==> config.mk <==
export PLATFORM = sky130hd
export DESIGN_NAME = mem_bus_arbiter
export DESIGN_NICKNAME = d
export VERILOG_FILES = /design/src/rtl/mem_bus_arbiter.sv
export SDC_FILE = /design/constraint.sdc
export NUM_CORES = 1
export LEC_CHECK = 0
export CELL_PAD_IN_SITES_DETAIL_PLACEMENT = 1
export CELL_PAD_IN_SITES_GLOBAL_PLACEMENT = 2
export CORE_MARGIN = 2
export CORE_UTILIZATION = 19
export CTS_CLUSTER_DIAMETER = 60
export CTS_CLUSTER_SIZE = 25
export DETAILED_ROUTE_END_ITERATION = 10
export PLACE_DENSITY_LB_ADDON = 0.1
export SYNTH_ARGS = -nofsm -noshare
export SYNTH_HDL_FRONTEND = slang
export SYNTH_SLANG_ARGS = --single-unit
==> constraint.sdc <==
create_clock -name clk -period 5.45 [get_ports clk]
set_clock_uncertainty 0.2 [all_clocks]
set_input_delay 0.545 -clock clk [delete_from_list [all_inputs] [get_ports clk]]
set_output_delay 0.545 -clock clk [all_outputs]
set_load 0.03 [all_outputs]
==> src/rtl/mem_bus_arbiter.sv <==
`default_nettype none
// ============================================================================
// Module      : mem_bus_arbiter
// Description : Round-robin two-master arbiter in front of a fixed-latency
//               memory port; one access in flight, one-cycle ack to winner.
// Revision    : 1.0 - initial release
// ============================================================================
module mem_bus_arbiter #(
    parameter int MEM_LATENCY = 1,
    parameter int AW          = 32,
    parameter int DW          = 32
) (
    input  logic          clk,
    input  logic          rst,
    input  logic          m0_req,
    input  logic          m0_we,
    input  logic [AW-1:0] m0_addr,
    input  logic [DW-1:0] m0_wdata,
    input  logic [1:0]    m0_size,
    output logic          m0_ack,
    output logic [DW-1:0] m0_rdata,
    output logic          m0_err,
    input  logic          m1_req,
    input  logic          m1_we,
    input  logic [AW-1:0] m1_addr,
    input  logic [DW-1:0] m1_wdata,
    input  logic [1:0]    m1_size,
    output logic          m1_ack,
    output logic [DW-1:0] m1_rdata,
    output logic          m1_err,
    output logic          mem_rd,
    output logic          mem_we,
    output logic [AW-1:0] mem_addr,
    output logic [DW-1:0] mem_wdata,
    output logic [1:0]    mem_size,
    input  logic [DW-1:0] mem_rdata,
    input  logic          mem_error,
    output logic          owner,
    output logic          busy
);

    localparam logic [1:0] c_IDLE     = 2'd0;
    localparam logic [1:0] c_ISSUE    = 2'd1;
    localparam logic [1:0] c_WAIT     = 2'd2;
    localparam logic [1:0] c_ACK      = 2'd3;
    localparam logic [3:0] c_CNT_LOAD = 4'(MEM_LATENCY - 1);

    generate
        if (MEM_LATENCY < 1 || MEM_LATENCY > 15) begin : g_bad_latency
            $error("mem_bus_arbiter: MEM_LATENCY must be in 1..15");
        end
    endgenerate

    logic [1:0]    r_state;
    logic          r_last;
    logic          r_owner;
    logic          r_we;
    logic [AW-1:0] r_addr;
    logic [DW-1:0] r_wdata;
    logic [1:0]    r_size;
    logic [3:0]    r_cnt;

    logic          w_req_any;
    logic          w_grant;
    logic          w_ack;

    // Under contention the master that did not win last time gets the bus.
    assign w_req_any = m0_req | m1_req;
    assign w_grant   = (m0_req & m1_req) ? ~r_last : m1_req;

    always_ff @(posedge clk or negedge rst) begin
        if (!rst) begin
            r_state <= c_IDLE;
            r_last  <= 1'b1;
            r_owner <= 1'b0;
            r_we    <= 1'b0;
            r_addr  <= '0;
            r_wdata <= '0;
            r_size  <= '0;
            r_cnt   <= '0;
        end else begin
            case (r_state)
                c_IDLE: begin
                    if (w_req_any) begin
                        r_owner <= w_grant;
                        r_last  <= w_grant;
                        r_we    <= w_grant ? m1_we    : m0_we;
                        r_addr  <= w_grant ? m1_addr  : m0_addr;
                        r_wdata <= w_grant ? m1_wdata : m0_wdata;
                        r_size  <= w_grant ? m1_size  : m0_size;
                        r_state <= c_ISSUE;
                    end
                end
                c_ISSUE: begin
                    r_cnt   <= c_CNT_LOAD;
                    r_state <= (MEM_LATENCY > 1) ? c_WAIT : c_ACK;
                end
                c_WAIT: begin
                    // Leaving on the cycle whose decrement reaches zero keeps
                    // the ack exactly MEM_LATENCY cycles after the issue cycle.
                    r_cnt <= r_cnt - 4'd1;
                    if (r_cnt == 4'd1) begin
                        r_state <= c_ACK;
                    end
                end
                c_ACK: begin
                    r_state <= c_IDLE;
                end
                default: begin
                    r_state <= c_IDLE;
                end
            endcase
        end
    end

    assign busy      = (r_state != c_IDLE);
    assign owner     = r_owner;
    assign mem_rd    = (r_state == c_ISSUE) & ~r_we;
    assign mem_we    = (r_state == c_ISSUE) & r_we;
    assign mem_addr  = r_addr;
    assign mem_wdata = r_wdata;
    assign mem_size  = r_size;

    assign w_ack     = (r_state == c_ACK);
    assign m0_ack    = w_ack & ~r_owner;
    assign m1_ack    = w_ack & r_owner;
    assign m0_rdata  = m0_ack ? mem_rdata : '0;
    assign m1_rdata  = m1_ack ? mem_rdata : '0;
    assign m0_err    = m0_ack & mem_error;
    assign m1_err    = m1_ack & mem_error;

endmodule
`default_nettype wire

run_1/gate_families.png
(2 px per um)
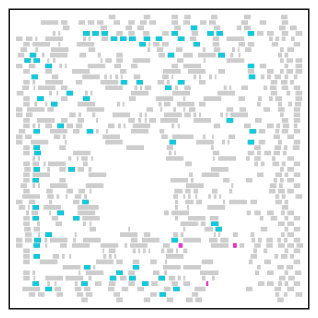
legend:
  magenta:
    family: NOR gates
    cells: 3
  cyan:
    family: multiplexers
    cells: 69
    where: all over the die

run_1/final_congestion.png
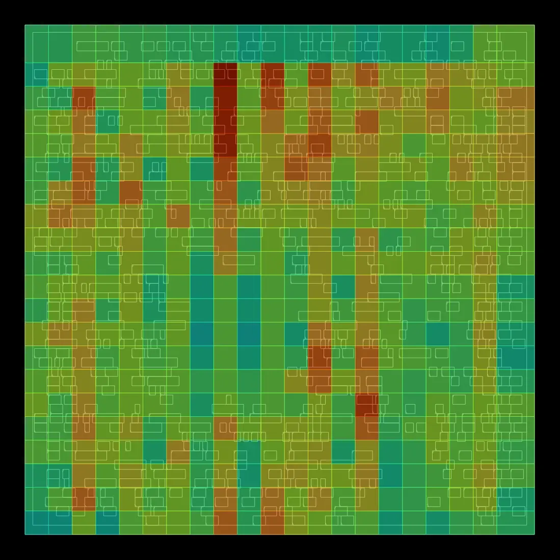
met2 capacity usage during global routing: 0.2689
Finished Core Util: 0.3658
busiest layer in global routing: met2

run_1/zoom.png
Window x 99 to 124, y 99 to 124 um. Cells in grey, sequential cells in the stronger grey; small squares are vias.
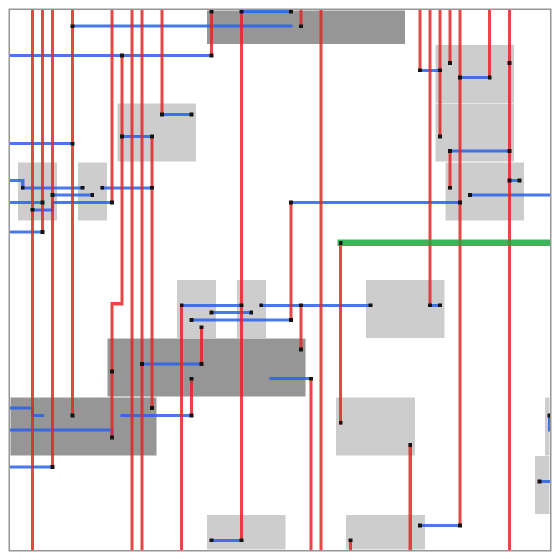
legend:
  red:
    layer: met2
  blue:
    layer: met1
  green:
    layer: met3
most frequent: clkdlybuf4s50_1 (6), dfrtp_1 (3)
cells with their middle in the window: 15
netlist names of flops here include: mem_wdata (3)
sequential cells in the window: 3

==> run_summary.xml, run 1 <==
<?xml version="1.0" encoding="UTF-8"?>
<metrics>
  <group name="cells_and_area">
    <metric name="final_nets" unit="">882</metric>
    <metric name="area.combinational" unit="um^2">1933</metric>
    <metric name="final_standard_cell_area_without_fillers" unit="um^2">7616</metric>
    <metric name="post_layout_nonfiller_instances" unit="">984</metric>
    <metric name="final_layout_top_logic_cell" unit="">sky130_fd_sc_hd__clkdlybuf4s50_1</metric>
    <metric name="area.growth.synth_to_final" unit="%">90.58</metric>
    <metric name="drive_gt1_frac" unit="">0.03526</metric>
  </group>
  <group name="worst_setup_path">
    <metric name="worst_setup_path_end_kind" unit="">output port</metric>
    <metric name="critical_path_arrival" unit="ns">2.50</metric>
    <metric name="worst_setup_path_start_kind" unit="">register</metric>
    <metric name="critical_path_required" unit="ns">4.70</metric>
    <metric name="criticalPathCategory" unit="">reg2out</metric>
    <metric name="critPathMaxFanout" unit="">37</metric>
  </group>
  <group name="cts">
    <metric name="postCtsSetupRepairBufs" unit="">0</metric>
    <metric name="holdBufCountCts" unit="">0</metric>
    <metric name="numClockSinks" unit="">75</metric>
    <metric name="post_cts.resized_instances" unit="">0</metric>
    <metric name="cts_tree" unit="">yes</metric>
  </group>
  <group name="synthesis">
    <metric name="synthesis.area" unit="um^2">3996</metric>
    <metric name="yosys.area.top_type_share" unit="">0.4634</metric>
    <metric name="numSynthFlops" unit="">75</metric>
    <metric name="synth_sequential_area_ratio" unit="">0.4699</metric>
    <metric name="synthArstFlopShare" unit="">1.000</metric>
    <metric name="logic_family" unit="">simple AND/OR/NAND/NOR gates</metric>
    <metric name="aoi_share" unit="">0.1027</metric>
    <metric name="synthesized_nets" unit="">590</metric>
    <metric name="synthSimpleGateAreaFrac" unit="">0.1857</metric>
    <metric name="number_of_warnings_issued_by_yosys" unit="">0</metric>
    <metric name="muxShareOfSynthArea" unit="">0.1731</metric>
    <metric name="yosys-top-cells-area" unit="">sky130_fd_sc_hd__dfrtp_1, sky130_fd_sc_hd__mux2i_1, sky130_fd_sc_hd__o21ai_0</metric>
    <metric name="ys_dominant_reg_cell" unit="">sky130_fd_sc_hd__dfrtp_1</metric>
    <metric name="synth_stat.cells" unit="">413</metric>
  </group>
  <group name="timing">
    <metric name="max_slew.worst_pin.slew" unit="ns">1.056</metric>
    <metric name="finalClockPeriodUsage" unit="">0.5949</metric>
    <metric name="setup_viol" unit="">0</metric>
    <metric name="final_critical_path_setup_slack" unit="ns">2.208</metric>
    <metric name="totalNegativeSetupSlack" unit="ns">0</metric>
    <metric name="timing.max_slew.rel_slack" unit="">0.2962</metric>
    <metric name="finalWorstPathRequiredPeriod" unit="ns">3.242</metric>
    <metric name="timing.hold.ws" unit="ns">0.1704</metric>
    <metric name="final-hold-violation-count" unit="">0</metric>
  </group>
  <group name="detailed_routing">
    <metric name="vias_per_cell" unit="">4.193</metric>
    <metric name="initial_drc_count" unit="">105</metric>
    <metric name="wl" unit="mm">16.40</metric>
    <metric name="drc" unit="">0</metric>
    <metric name="drt-pass1-iter-count" unit="">3</metric>
    <metric name="drt.antenna.violating_nets" unit="">0</metric>
  </group>
  <group name="global_route">
    <metric name="globalRouteMet3Util" unit="">0.07217</metric>
    <metric name="vias_in_the_first_global_route" unit="">4400</metric>
    <metric name="use_met1" unit="">0.1439</metric>
    <metric name="grt_remaining_overflow" unit="">0</metric>
    <metric name="grtUsageTotal" unit="">0.1454</metric>
    <metric name="grt_max_degree" unit="">76</metric>
    <metric name="grt_pass1_wl" unit="mm">24.68</metric>
    <metric name="antenna_violations_before_repair" unit="">0</metric>
  </group>
  <group name="run">
    <metric name="drv.max_cap_violation_count" unit="">0</metric>
    <metric name="tool_warnings" unit="">30</metric>
  </group>
  <group name="placed_design">
    <metric name="place_area" unit="um^2">7300</metric>
    <metric name="pre_cts_ws" unit="ns">2.227</metric>
    <metric name="placed_cells" unit="">969</metric>
    <metric name="io_buffer_count" unit="">308</metric>
    <metric name="weighted_congestion_reported_at_the_end_of_routability_driven_placement" unit="">0.7009</metric>
  </group>
  <group name="outcome">
    <metric name="outcome" unit="">complete, no violations</metric>
  </group>
  <group name="floorplanning">
    <metric name="top_ports" unit="">309</metric>
    <metric name="num_rows" unit="">53</metric>
    <metric name="core" unit="um^2">20820</metric>
    <metric name="die_h" unit="um">149.0</metric>
    <metric name="die_width" unit="um">149.0</metric>
    <metric name="initial_core_util" unit="">0.1919</metric>
  </group>
  <group name="power">
    <metric name="pwr_density" unit="nW/um^2">533.0</metric>
    <metric name="sum_of_internal_switching_and_leakage_power" unit="mW">4.060</metric>
  </group>
  <group name="hold_path">
    <metric name="worstHoldPathType" unit="">in2async</metric>
  </group>
</metrics>
run 1: state kept, by name, indices dropped and copies added (netlist names):
signal,flops
r_state,2
mem_addr,32
mem_wdata,32
r_we,1
r_last,1
r_cnt,4
owner,1
mem_size,2
run 1: area by class of cell:
class,instances,share of cell area
clock buffer,10,0.03138
clock inverter,5,0.01019
inverter,7,0.003450
multi-input combinational,299,0.2538
sequential,75,0.2466
tap,275,0.04518
timing repair buffer,313,0.4094
run 1: layer usage:
layer  wire length, um  up-vias
met4               155        0
met1              5857     1933
met5                 0        -
met2              8354      198
met3              2031       10
li1                  -     1985
run 1: logic make-up (layout without fill, tap and decap cells):
logic type	count (synthesis)	count (layout)
simple gates	146	146
compound gates	78	78
flops	75	75
mux	69	69
buf+inv	39	335
fa+ha+maj	6	6
run 1: synth_stat cells (all sizes together), types with 2 or more instances:
library cell	n
nand3b	2
dfrtp	74
mux2i	68
ha	6
and3	33
nand2	68
and2	35
nor2b	2
nand3	3
buf	14
o21ai	72
inv	7
clkbuf	18
run 1: worst max-delay path, cell delays in order, from the launching register on:
cell                              delay [ns]
sky130_fd_sc_hd__dfrtp_1                0.74
sky130_fd_sc_hd__nor2b_1                0.24
sky130_fd_sc_hd__buf_4                  0.30
sky130_fd_sc_hd__and2_1                 0.17
sky130_fd_sc_hd__clkdlybuf4s50_1        0.70
run 1: where the power goes:
part	switching, mW	total (mW)	internal [mW]
clock	0.238	0.647	0.409
combinational	1.42	2.42	1.00
sequential	0.171	0.996	0.825
run 1: worst paths after layout:
check,depth (start not counted),end,startpoint
worst max-delay path,4,m0_rdata[16],owner
worst min-delay path,1,mem_wdata[14],rst
worst max register to register,4,mem_addr[25],r_last
worst min register to register,2,mem_addr[8],mem_addr[8]
max in group asynchronous,1,mem_wdata[31],rst
min in group clk,2,mem_addr[8],mem_addr[8]
run_1/met1.png
(2 px per um)
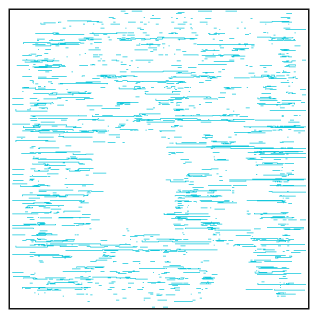

==> run 2: changes to the inputs <==
Settings changed: CORE_UTILIZATION 19 to 18.
Clock period 5.45 ns to 3.17 ns, I/O delays scaled along.
run_2/met1.png
(2 px per um)
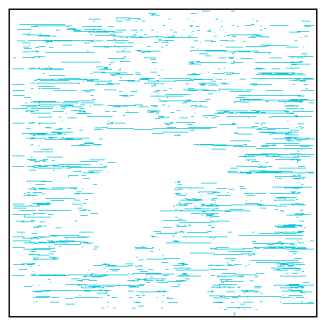
main direction: horizontal
share of all routed wire: 38%
wire length on this layer: 6080 um

==> run 2 against run 1 <==
The flow now finishes with violations (negative hold slack). First-iteration DRC count is the same. Die area grew 5.4%. Count of clock-buffer cells in the layout is the same. Routed wire length shrank 3.2%. Register-to-register slack lost 1.7 ns. Setup slack lost 1.7 ns. Utilization shrank 1.9 points. Sequential share of layout area grew 0.13 points. Critical path depth is the same. Final cell count grew 0.81%. Critical path type unchanged.
==> run_summary.xml, run 2 <==
<?xml version="1.0" encoding="UTF-8"?>
<metrics>
  <group name="outcome">
    <metric name="outcome" unit="">finished, violations left</metric>
    <metric name="violations" unit="">negative hold slack</metric>
  </group>
  <group name="floorplanning">
    <metric name="core" unit="um^2">21820</metric>
    <metric name="die_area" unit="um^2">23410</metric>
    <metric name="top_ports" unit="">309</metric>
    <metric name="die_width" unit="um">153</metric>
    <metric name="initial_core_util" unit="">0.1831</metric>
  </group>
  <group name="detailed_routing">
    <metric name="wl" unit="mm">15.87</metric>
    <metric name="maxUsedRoutingLayer" unit="">met4</metric>
    <metric name="drt.antenna.violating_nets" unit="">0</metric>
    <metric name="met3RoutedLength" unit="mm">1.818</metric>
    <metric name="route.met2.wl" unit="mm">7.815</metric>
    <metric name="initial_drc_count" unit="">105</metric>
    <metric name="drc" unit="">0</metric>
    <metric name="met1_length" unit="mm">6.082</metric>
    <metric name="num_vias" unit="">4131</metric>
    <metric name="vias_per_cell" unit="">4.164</metric>
    <metric name="drt-pass1-iter-count" unit="">4</metric>
  </group>
  <group name="global_route">
    <metric name="grt_remaining_overflow" unit="">0</metric>
    <metric name="grt_max_degree" unit="">86</metric>
    <metric name="vias_in_the_first_global_route" unit="">4554</metric>
    <metric name="antenna_violations_before_repair" unit="">0</metric>
    <metric name="grt_pass1_wl" unit="mm">25.18</metric>
  </group>
  <group name="cells_and_area">
    <metric name="utilization" unit="">0.3472</metric>
    <metric name="final_nets" unit="">884</metric>
    <metric name="post_layout_nonfiller_instances" unit="">992</metric>
    <metric name="final_layout_top_logic_cell" unit="">sky130_fd_sc_hd__clkdlybuf4s50_1</metric>
    <metric name="area.growth.synth_to_final" unit="%">89.57</metric>
    <metric name="final_standard_cell_area_without_fillers" unit="um^2">7576</metric>
  </group>
  <group name="cts">
    <metric name="post_cts.resized_instances" unit="">0</metric>
    <metric name="cts_root_buf" unit="">sky130_fd_sc_hd__clkbuf_16</metric>
    <metric name="cts_tree" unit="">yes</metric>
    <metric name="numClockSinks" unit="">75</metric>
    <metric name="postCtsSetupRepairBufs" unit="">0</metric>
    <metric name="holdBufCountCts" unit="">0</metric>
  </group>
  <group name="synthesis">
    <metric name="numSynthFlops" unit="">75</metric>
    <metric name="ys_dominant_reg_cell" unit="">sky130_fd_sc_hd__dfrtp_1</metric>
    <metric name="synth-edff-count" unit="">0</metric>
    <metric name="yosys-top-cells-area" unit="">sky130_fd_sc_hd__dfrtp_1, sky130_fd_sc_hd__mux2i_1, sky130_fd_sc_hd__o21ai_0</metric>
    <metric name="number_of_warnings_issued_by_yosys" unit="">0</metric>
    <metric name="synth_top_cell_by_count" unit="">sky130_fd_sc_hd__dfrtp_1</metric>
    <metric name="yosys.area.top_type_share" unit="">0.4634</metric>
    <metric name="synth_sequential_area_ratio" unit="">0.4699</metric>
    <metric name="logic_family" unit="">simple AND/OR/NAND/NOR gates</metric>
    <metric name="synthArstFlopShare" unit="">1.000</metric>
    <metric name="synthesized_nets" unit="">590</metric>
    <metric name="synthesis.area" unit="um^2">3996</metric>
    <metric name="synth_stat.cells" unit="">413</metric>
    <metric name="muxShareOfSynthArea" unit="">0.1731</metric>
    <metric name="aoi_share" unit="">0.1027</metric>
    <metric name="yosys-top-cells-count" unit="">sky130_fd_sc_hd__dfrtp_1, sky130_fd_sc_hd__mux2i_1, sky130_fd_sc_hd__nand2_1</metric>
  </group>
  <group name="timing">
    <metric name="totalNegativeSetupSlack" unit="ns">0</metric>
    <metric name="timing.max_slew.rel_slack" unit="">0.3160</metric>
    <metric name="finalClockPeriodUsage" unit="">0.8261</metric>
    <metric name="final_critical_path_setup_slack" unit="ns">0.5513</metric>
    <metric name="finalWorstPathRequiredPeriod" unit="ns">2.619</metric>
    <metric name="final-hold-violation-count" unit="">64</metric>
    <metric name="max_slew.worst_pin.slew" unit="ns">1.026</metric>
    <metric name="timing.hold.ws" unit="ns">-0.05610</metric>
  </group>
  <group name="placed_design">
    <metric name="place_area" unit="um^2">7273</metric>
    <metric name="weighted_congestion_reported_at_the_end_of_routability_driven_placement" unit="">0.7972</metric>
    <metric name="pre_cts_ws" unit="ns">0.8284</metric>
    <metric name="io_buffer_count" unit="">308</metric>
    <metric name="placed_cells" unit="">976</metric>
  </group>
  <group name="run">
    <metric name="tool_warnings" unit="">30</metric>
    <metric name="drv.max_cap_violation_count" unit="">0</metric>
  </group>
  <group name="hold_path">
    <metric name="worstHoldPathType" unit="">in2async</metric>
  </group>
  <group name="worst_setup_path">
    <metric name="worst_setup_path_end_kind" unit="">output port</metric>
    <metric name="critPathMaxFanout" unit="">36</metric>
    <metric name="critical_path_required" unit="ns">2.65</metric>
    <metric name="criticalPathCategory" unit="">reg2out</metric>
    <metric name="critical_path_arrival" unit="ns">2.10</metric>
  </group>
  <group name="power">
    <metric name="pwr_density" unit="nW/um^2">908.1</metric>
  </group>
</metrics>
==> run 2: cell counts after synthesis <==
No cell type changed its count.
==> run 2: routing by layer <==
metal	global-route usage	vias up
met3	0.06833	11
met4	0.03395	0
met2	0.2377	204
met5	0	-
met1	0.1473	1915
li1	-	2001
==> run 2: critical path, stage by stage, from the launching register on <==
cell                              delay [ns]
sky130_fd_sc_hd__dfrtp_1                0.38
sky130_fd_sc_hd__ha_1                   0.17
sky130_fd_sc_hd__buf_4                  0.28
sky130_fd_sc_hd__and3_1                 0.24
sky130_fd_sc_hd__clkdlybuf4s50_1        0.68
==> run 2: report_power, final <==
part	internal [mW]	total, mW	leakage [nW]	switching (mW)
clock network	0.631	1.06	0.145	0.426
logic	1.70	4.15	2.45	2.45
registers	1.42	1.67	0.928	0.252
total	3.75	6.88	3.52	3.13
==> run 2: worst paths after layout <==
path,start,end,slack [ns],depth (start not counted)
worst min-delay path,rst,mem_size[0],-0.06,1
worst max register to register,r_last,mem_addr[15],1.26,4
worst min register to register,mem_addr[18],mem_addr[18],0.28,2
max in group asynchronous,rst,r_cnt[0],2.15,1
min in group clk,mem_addr[18],mem_addr[18],0.28,2
worst max-delay path,r_state[1],m1_rdata[7],0.55,4
==> run 2: stage by stage <==
step / power (mW) / hold WS (ns)
6_report: 6.880 / -0.05610
5_1_grt: 7.378 / 0.02389
4_1_cts: 7.025 / 0.001890
3_5_place_dp: 5.921 / 0.2701
3_3_place_gp: 5.847 / 0.2613
2_1_floorplan: 4.036 / -0.1786
==> run 2: final cells by class <==
cell class | count | area (um^2)
Timing Repair Buffer | 315 | 3085
Clock buffer | 10 | 239.0
Multi-Input combinational cell | 299 | 1933
Tap cell | 280 | 350.3
Fill cell | 2476 | 14250
Sequential cell | 75 | 1878
Inverter | 7 | 26.28
Clock inverter | 6 | 63.81
run_2/final_congestion.png
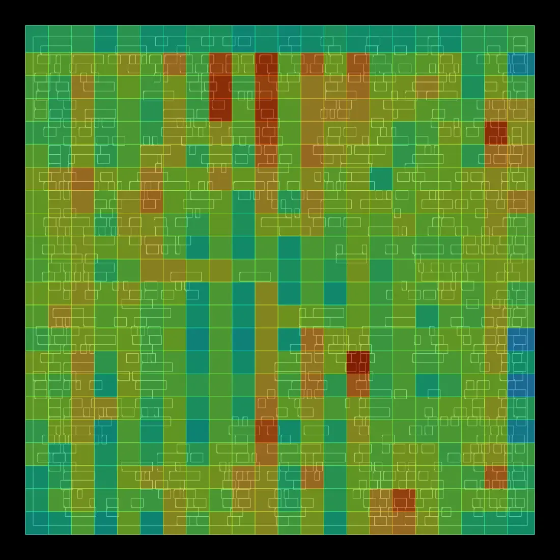

==> run 3: changes to the inputs <==
Settings changed: CORE_UTILIZATION 18 to 16.
Clock period 3.17 ns to 2.22 ns, I/O delays scaled along.
run_3/final_congestion.png
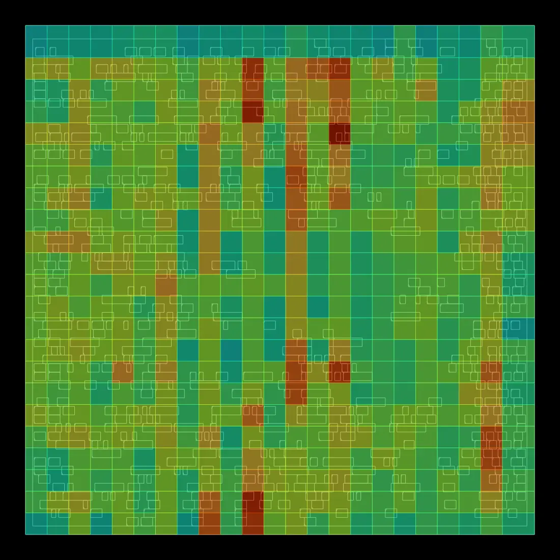
overall global routing resource usage: 0.1274
fraction of met1 tracks used by global routing: 0.1403
wire per inst: 16.39 um

==> run 3 against run 2 <==
The run now ends clean. Synthesized cell count unchanged. Sequential power increased by 42%. Global-route usage decreased by 0.89 points. Largest power group unchanged.
==> run_summary.xml, run 3 <==
<?xml version="1.0" encoding="UTF-8"?>
<metrics>
  <group name="timing">
    <metric name="timing.max_slew.rel_slack" unit="">0.6916</metric>
    <metric name="final-hold-violation-count" unit="">0</metric>
    <metric name="timing.hold.ws" unit="ns">0.1749</metric>
    <metric name="totalNegativeSetupSlack" unit="ns">0</metric>
    <metric name="finalWorstPathRequiredPeriod" unit="ns">2.096</metric>
    <metric name="max_slew.worst_pin.slew" unit="ns">0.4626</metric>
    <metric name="finalClockPeriodUsage" unit="">0.9442</metric>
  </group>
  <group name="synthesis">
    <metric name="synth_top_cell_by_count" unit="">sky130_fd_sc_hd__dfrtp_1</metric>
    <metric name="ys_dominant_reg_cell" unit="">sky130_fd_sc_hd__dfrtp_1</metric>
    <metric name="number_of_warnings_issued_by_yosys" unit="">0</metric>
    <metric name="synthesis.instances" unit="">413</metric>
    <metric name="yosys-top-cells-count" unit="">sky130_fd_sc_hd__dfrtp_1, sky130_fd_sc_hd__mux2i_1, sky130_fd_sc_hd__nand2_1</metric>
    <metric name="yosys.area.top_type_share" unit="">0.4634</metric>
    <metric name="numSynthFlops" unit="">75</metric>
    <metric name="muxShareOfSynthArea" unit="">0.1731</metric>
    <metric name="synthesized_nets" unit="">590</metric>
    <metric name="synth_stat.cells" unit="">413</metric>
    <metric name="yosys-top-cells-area" unit="">sky130_fd_sc_hd__dfrtp_1, sky130_fd_sc_hd__mux2i_1, sky130_fd_sc_hd__o21ai_0</metric>
    <metric name="synth-edff-count" unit="">0</metric>
    <metric name="synthesis.area" unit="um^2">3996</metric>
  </group>
  <group name="run">
    <metric name="drv.max_cap_violation_count" unit="">0</metric>
    <metric name="tool_warnings" unit="">30</metric>
  </group>
  <group name="detailed_routing">
    <metric name="drc" unit="">0</metric>
    <metric name="vias_per_cell" unit="">4.007</metric>
    <metric name="drt.antenna.violating_nets" unit="">0</metric>
    <metric name="wl" unit="mm">17.10</metric>
    <metric name="route.met2.wl" unit="mm">8.010</metric>
    <metric name="met1_length" unit="mm">6.606</metric>
    <metric name="maxUsedRoutingLayer" unit="">met4</metric>
    <metric name="drt-pass1-iter-count" unit="">3</metric>
    <metric name="num_vias" unit="">4179</metric>
    <metric name="met3RoutedLength" unit="mm">2.087</metric>
    <metric name="initial_drc_count" unit="">148</metric>
  </group>
  <group name="placed_design">
    <metric name="weighted_congestion_reported_at_the_end_of_routability_driven_placement" unit="">0.8104</metric>
    <metric name="io_buffer_count" unit="">308</metric>
    <metric name="placed_cells" unit="">1025</metric>
    <metric name="place_area" unit="um^2">7368</metric>
  </group>
  <group name="global_route">
    <metric name="grt_remaining_overflow" unit="">0</metric>
    <metric name="vias_in_the_first_global_route" unit="">4518</metric>
    <metric name="antenna_violations_before_repair" unit="">0</metric>
    <metric name="grt_pass1_wl" unit="mm">25.84</metric>
    <metric name="grt_max_degree" unit="">83</metric>
  </group>
  <group name="power">
    <metric name="pwr.group.combinational" unit="mW">6.09</metric>
    <metric name="pwr.group.clock" unit="mW">1.54</metric>
    <metric name="sum_of_internal_switching_and_leakage_power" unit="mW">10.01</metric>
    <metric name="switching_share" unit="">0.4552</metric>
    <metric name="pwr_density" unit="nW/um^2">1298</metric>
    <metric name="dominant_power_group" unit="">combinational logic</metric>
    <metric name="seq-power" unit="mW">2.37</metric>
    <metric name="clock_group_share_of_total_power" unit="">0.154</metric>
    <metric name="power.combinational.fraction" unit="">0.609</metric>
    <metric name="switchingPower" unit="mW">4.555</metric>
    <metric name="intPower" unit="mW">5.453</metric>
    <metric name="power.sequential.fraction" unit="">0.237</metric>
  </group>
  <group name="floorplanning">
    <metric name="die_width" unit="um">162.0</metric>
    <metric name="initial_core_util" unit="">0.1638</metric>
    <metric name="top_ports" unit="">309</metric>
    <metric name="die_area" unit="um^2">26260</metric>
  </group>
  <group name="worst_setup_path">
    <metric name="reg2reg_setup_slack" unit="ns">0.29</metric>
    <metric name="worst_setup_path_end_kind" unit="">output port</metric>
    <metric name="timing.critical_path.buf_inv" unit="">2</metric>
    <metric name="peak_per_stage_delay_on_the_critical_path" unit="ns">0.40</metric>
    <metric name="crit_path_top_delay_cell" unit="">sky130_fd_sc_hd__dfrtp_1</metric>
    <metric name="regToRegEndpoint" unit="">r_state[1]</metric>
    <metric name="timing.critical_path.cells" unit="">ha_2 &gt; nor2b_4 &gt; buf_6 &gt; and2_1 &gt; buf_12</metric>
    <metric name="r2r_cells" unit="">5</metric>
    <metric name="critical_path_required" unit="ns">1.80</metric>
    <metric name="worstReg2RegStart" unit="">r_cnt[1]</metric>
    <metric name="critical_path_arrival" unit="ns">1.67</metric>
    <metric name="criticalPathCategory" unit="">reg2out</metric>
    <metric name="timing.critical_path.max_delay_family" unit="">flip-flops</metric>
  </group>
  <group name="outcome">
    <metric name="outcome" unit="">complete, no violations</metric>
  </group>
  <group name="cells_and_area">
    <metric name="final_layout_top_logic_cell" unit="">sky130_fd_sc_hd__clkdlybuf4s50_1</metric>
    <metric name="final_standard_cell_area_without_fillers" unit="um^2">7712</metric>
    <metric name="post_layout_nonfiller_instances" unit="">1043</metric>
    <metric name="area.growth.synth_to_final" unit="%">92.99</metric>
    <metric name="final_nets" unit="">891</metric>
  </group>
  <group name="cts">
    <metric name="cts_tree" unit="">yes</metric>
    <metric name="numClockSinks" unit="">75</metric>
    <metric name="cts_root_buf" unit="">sky130_fd_sc_hd__clkbuf_16</metric>
    <metric name="postCtsSetupRepairBufs" unit="">0</metric>
  </group>
  <group name="hold_path">
    <metric name="worstHoldPathType" unit="">in2async</metric>
  </group>
</metrics>
==> run 3: cell counts after synthesis <==
Identical to the previous run, type by type.
==> run 3: kinds of logic (layout without fill, tap and decap cells) <==
| logic type | Yosys count | after routing |
|---|---|---|
| flops | 75 | 75 |
| buf+inv | 39 | 345 |
| fa+ha+maj | 6 | 6 |
| mux | 69 | 69 |
| simple gates | 146 | 146 |
| compound gates | 78 | 78 |
==> run 3: worst max path at each step <==
stage,from,to,slack [ns],depth (start not counted)
after floorplan,r_state[1],m0_rdata[22],0.1,4
after global placement,m0_req,mem_wdata[23],0.25,5
after detailed placement,m0_req,mem_wdata[4],0.22,5
after CTS,owner,m0_rdata[31],0.005,5
after global routing,r_state[1],m0_rdata[15],-0.002,5
final,r_state[1],m0_rdata[15],0.12,5
==> run 3: final cells by class <==
type	count	area (um^2)
fillers	2802	16680
flip-flops and latches	75	1878
multi-input cells	299	1943
well taps	324	405.4
repair buffers	322	3153
clock buffers	13	260.3
inverters	7	26.28
clock inverters	3	46.29
==> run 3: timing repair <==
item,in CTS,in global routing
resized,3,9
setup endpoints to repair,3,36
gates cloned,0,1
hold buffers,1,0
hold endpoints to repair,29,0
==> run 3: routing by layer <==
| layer | global-route usage | vias up |
|---|---|---|
| met4 | 0.05189 | 0 |
| met5 | 0 | - |
| met1 | 0.1403 | 1925 |
| met2 | 0.2133 | 224 |
| li1 | - | 2011 |
| met3 | 0.05822 | 19 |
==> run 3: through the flow <==
stage / setup WS [ns] / utilization
after global routing: -0.002155 / 0.3162
after detailed placement: 0.2174 / 0.3021
after global placement: 0.2541 / 0.3021
final: 0.1239 / 0.3162
after CTS: 0.005016 / 0.3149
after floorplan: 0.09849 / -
Power and IR drop assume default switching activity.
